`src/rtl/spi_pkg.sv`:
```
// Shared types and constants for the byte-wide SPI master.
package spi_pkg;
  localparam int BYTE_W      = 8;
  localparam int CMD_SS      = 0;
  localparam int CMD_OVR_CLR = 1;

  typedef enum logic [1:0] {
    IDLE = 2'd0,
    XFER = 2'd1,
    DONE = 2'd2
  } state_t;
endpackage

```
`src/rtl/spi_clkgen.sv`:
```
// SCLK divider: toggles sclk every CLK_DIV enabled cycles, flags which edge is next.
// Held in reset (count 0, sclk low) whenever en_i is low.
module spi_clkgen #(
  parameter int CLK_DIV = 4
) (
  input  logic clk,
  input  logic rst,
  input  logic en_i,
  output logic sclk_o,
  output logic rise_tick_o,
  output logic fall_tick_o
);
  localparam logic [7:0] DIV_LAST = 8'(CLK_DIV - 1);

  logic [7:0] cnt_q, cnt_d;
  logic       sclk_q, sclk_d;
  logic       tick;

  assign tick        = en_i && (cnt_q == DIV_LAST);
  assign rise_tick_o = tick && !sclk_q;
  assign fall_tick_o = tick && sclk_q;
  assign sclk_o      = sclk_q;

  always_comb begin
    cnt_d  = cnt_q;
    sclk_d = sclk_q;
    if (!en_i) begin
      cnt_d  = 8'd0;
      sclk_d = 1'b0;
    end else if (tick) begin
      cnt_d  = 8'd0;
      sclk_d = ~sclk_q;
    end else begin
      cnt_d = cnt_q + 8'd1;
    end
  end

  always_ff @(posedge clk or negedge rst) begin
    if (!rst) begin
      cnt_q  <= 8'd0;
      sclk_q <= 1'b0;
    end else begin
      cnt_q  <= cnt_d;
      sclk_q <= sclk_d;
    end
  end
endmodule

```
`src/rtl/spi_master.sv`:
```
// Mode-0, MSB-first byte SPI master driven by APB bridge strobes (cmd/wr/rd).
// One byte per wr; status flags busy/rx_valid/ovr for the bridge status register.
module spi_master
  import spi_pkg::*;
#(
  parameter int CLK_DIV = 4
) (
  input  logic              clk,
  input  logic              rst,
  input  logic              cmd,
  input  logic              wr,
  input  logic              rd,
  input  logic [BYTE_W-1:0] dout,
  output logic [BYTE_W-1:0] din,
  output logic              busy,
  output logic              rx_valid,
  output logic              ovr,
  output logic              sclk,
  output logic              mosi,
  input  logic              miso,
  output logic              ss_n
);
  state_t            state_q, state_d;
  logic [BYTE_W-1:0] shift_q, shift_d;
  logic [BYTE_W-1:0] din_q, din_d;
  logic [2:0]        bit_cnt_q, bit_cnt_d;
  logic              mosi_q, mosi_d;
  logic              ss_n_q, ss_n_d;
  logic              rx_valid_q, rx_valid_d;
  logic              ovr_q, ovr_d;
  logic              rise_tick, fall_tick;
  logic              busy_w;

  assign busy_w = (state_q != IDLE);

  spi_clkgen #(.CLK_DIV(CLK_DIV)) u_clkgen (
    .clk         (clk),
    .rst         (rst),
    .en_i        (state_q == XFER),
    .sclk_o      (sclk),
    .rise_tick_o (rise_tick),
    .fall_tick_o (fall_tick)
  );

  always_comb begin
    state_d    = state_q;
    shift_d    = shift_q;
    din_d      = din_q;
    bit_cnt_d  = bit_cnt_q;
    mosi_d     = mosi_q;
    ss_n_d     = ss_n_q;
    rx_valid_d = rx_valid_q;
    ovr_d      = ovr_q;

    case (state_q)
      IDLE: begin
        if (wr) begin
          shift_d   = dout;
          mosi_d    = dout[BYTE_W-1];
          bit_cnt_d = 3'd0;
          state_d   = XFER;
        end
      end
      XFER: begin
        if (rise_tick) shift_d = {shift_q[BYTE_W-2:0], miso};
        // The 8th falling edge ends the byte; mosi keeps the last bit sent.
        if (fall_tick) begin
          if (bit_cnt_q == 3'd7) begin
            state_d = DONE;
          end else begin
            bit_cnt_d = bit_cnt_q + 3'd1;
            mosi_d    = shift_q[BYTE_W-1];
          end
        end
      end
      DONE: begin
        din_d   = shift_q;
        state_d = IDLE;
      end
      default: state_d = IDLE;
    endcase

    if (cmd && !busy_w)            ss_n_d     = ~dout[CMD_SS];
    if (rd)                        rx_valid_d = 1'b0;
    if (cmd && dout[CMD_OVR_CLR])  ovr_d      = 1'b0;
    if (wr && busy_w)              ovr_d      = 1'b1;
    // Completion outranks a coincident rd, and error sets outrank a clear.
    if (state_q == DONE) begin
      rx_valid_d = 1'b1;
      if (rx_valid_q) ovr_d = 1'b1;
    end
  end

  always_ff @(posedge clk or negedge rst) begin
    if (!rst) begin
      state_q    <= IDLE;
      shift_q    <= '0;
      din_q      <= '0;
      bit_cnt_q  <= 3'd0;
      mosi_q     <= 1'b0;
      ss_n_q     <= 1'b1;
      rx_valid_q <= 1'b0;
      ovr_q      <= 1'b0;
    end else begin
      state_q    <= state_d;
      shift_q    <= shift_d;
      din_q      <= din_d;
      bit_cnt_q  <= bit_cnt_d;
      mosi_q     <= mosi_d;
      ss_n_q     <= ss_n_d;
      rx_valid_q <= rx_valid_d;
      ovr_q      <= ovr_d;
    end
  end

  assign din      = din_q;
  assign busy     = busy_w;
  assign rx_valid = rx_valid_q;
  assign ovr      = ovr_q;
  assign mosi     = mosi_q;
  assign ss_n     = ss_n_q;
endmodule

```
`config.mk`:
```
export PLATFORM = sky130hd
export DESIGN_NAME = spi_master
export DESIGN_NICKNAME = d
export VERILOG_FILES = /design/src/rtl/spi_pkg.sv /design/src/rtl/spi_clkgen.sv /design/src/rtl/spi_master.sv
export SDC_FILE = /design/constraint.sdc
export NUM_CORES = 1
export LEC_CHECK = 0
export CAP_MARGIN = 20
export CORE_MARGIN = 4
export CORE_UTILIZATION = 49
export DETAILED_ROUTE_END_ITERATION = 10
export DONT_BUFFER_PORTS = 1
export PLACE_DENSITY_LB_ADDON = 0.05
export SYNTH_ARGS = -nofsm -noshare
export SYNTH_HDL_FRONTEND = slang
export SYNTH_SLANG_ARGS = --single-unit
```
`constraint.sdc`:
```
create_clock -name clk -period 1.8 [get_ports clk]
set_input_delay 0.36 -clock clk [delete_from_list [all_inputs] [get_ports clk]]
set_output_delay 0.36 -clock clk [all_outputs]
set_load 0.01 [all_outputs]
```
**Layout detail**

Bar = 5 µm. Region (22, 35) to (42, 55) µm. Cells in gray, sequential cells in the stronger gray; small squares are vias.
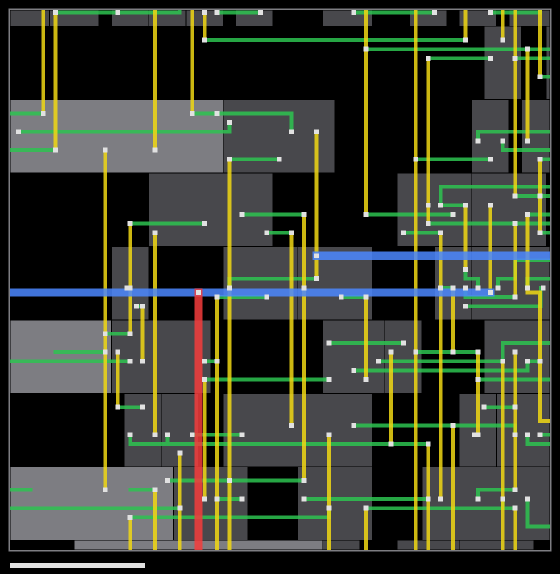
Key: M3 = blue; M2 = yellow; M4 = red; M1 = green
Netlist names of flops here include bit_cnt_q (1), mosi (1). 26 logic cells have their middle in the window. Sequential cells in the window: 2. Most frequent: nand2_1 (6), buf_4 (3).

**Sequential cells colored by netlist name**

Bar = 20 µm. Other sequential cells in the stronger gray, the rest of the logic in the fainter gray.
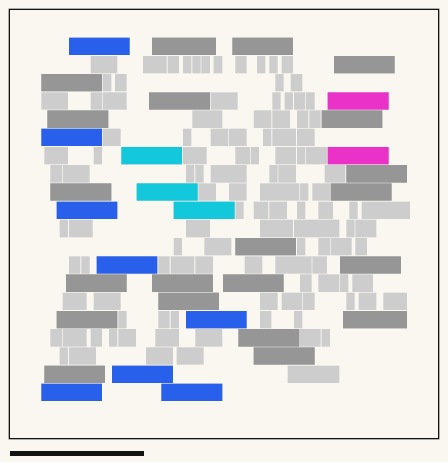
Key: state_q = magenta [placed flops 2]; din = blue [placed flops 8]; bit_cnt_q = cyan [placed flops 3]
Another 21 sequential cells are not colored.

==> out/metrics.yaml <==
cts:
  cts_tree: "done"
  clk_pin_slew_worst_paths_ps: 100
  clock-sinks: 34
synth:
  edf_count: 0
  ys_warn_count: 0
  syn_inst: 135
  syn_area_um2: 1530
  synthSimpleGateAreaFrac_pct: 14.5
drt:
  vias: 989
  routed_wl_mm: 2.80
floorplanning:
  dieWidth_um: 63.9
worst_setup_path:
  max_stage_delay_ps: 410
  critical_path_peak_fanout: 3
cells_and_area:
  insertedDiodeCount: 0
  finalInstanceArea_um2: 1730
job:
  drv_cap: 0
grt:
  globalRouteTotalUtil_pct: 16.0
  antenna_found_initial: 0
sta:
  min_period_over_period_pct: 97.1
worst_hold_path:
  worstHoldEndpoint: "ss_n"
run_status:
  status: "complete, no violations"
**Track usage over the die**

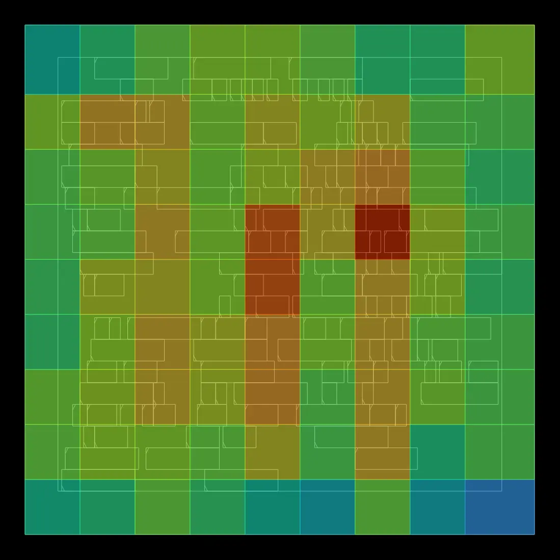
drt wl/cell: 14.5 µm
gr busiest metal: met2
met1 Use GR: 19.0%
met2 GRT Util: 25.7%

**Selected gate families**

Bar = 20 µm.
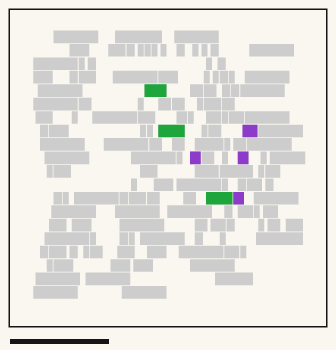
Key: fa/ha/maj cells = green [cells 3, most used ha_2]; and/or cells = purple [cells 4, most used and3_1, where east]

==> flip-flops by register name, indices dropped and copies added, names as in the netlist <==
| name | flops |
|---|---|
| din | 8 |
| shift_q | 8 |
| u_clkgen.cnt_q | 8 |
| bit_cnt_q | 3 |
| state_q | 2 |
| mosi | 1 |
| ovr | 1 |
| rx_valid | 1 |
| ss_n | 1 |
| u_clkgen.sclk_o | 1 |
==> cell type report <==
type / instances / area, µm²
clock inverters: 1 / 5.00
inverters: 6 / 22.5
repair buffers: 10 / 90.1
flip-flops and latches: 34 / 853
clock buffers: 7 / 55.1
well taps: 44 / 55.1
fillers: 275 / 1290
multi-input cells: 91 / 652
==> synth_stat cells, types with 2 or more instances <==
library cell,number,share of area [%]
mux2_2,9,6.6
dfrtp_1,33,54
nand2_1,21,5.1
o21ai_0,12,3.9
xnor2_1,3,1.7
a21oi_1,2,0.65
ha_1,3,2.5
inv_1,6,1.5
nor2_1,8,2.0
xor2_1,4,2.3
mux2i_1,10,6.5
buf_2,3,0.98
and3_1,3,1.2
nand3_1,4,1.3
==> what timing repair did <==
item	CTS	global route
endpoints found under the setup margin	0	3
gates resized	0	5
endpoints found under the hold margin	34	0
setup buffers	0	4
hold buffers	2	0
==> worst max-delay path: cells and delay by family, from the launching register on <==
family	cells	cell delay (ps)
AOI/OAI and AO/OA	2	540
DFF	1	410
adders and majority gates	2	380
buffers and inverters	1	160
and+or+nand+nor	1	150
==> power by group <==
part | switching [mW] | total, mW | internal (mW)
clock | 0.245 | 0.434 | 0.189
sequential | 0.207 | 1.20 | 0.993
combinational | 0.511 | 0.990 | 0.479
==> per-layer routing <==
layer	routed length, µm	vias up
li1	-	487
met1	1240	480
met2	1360	18
met3	149	4
met4	45	0
met5	0	-
No activity file was given, so power comes from the tool's default toggle rates.
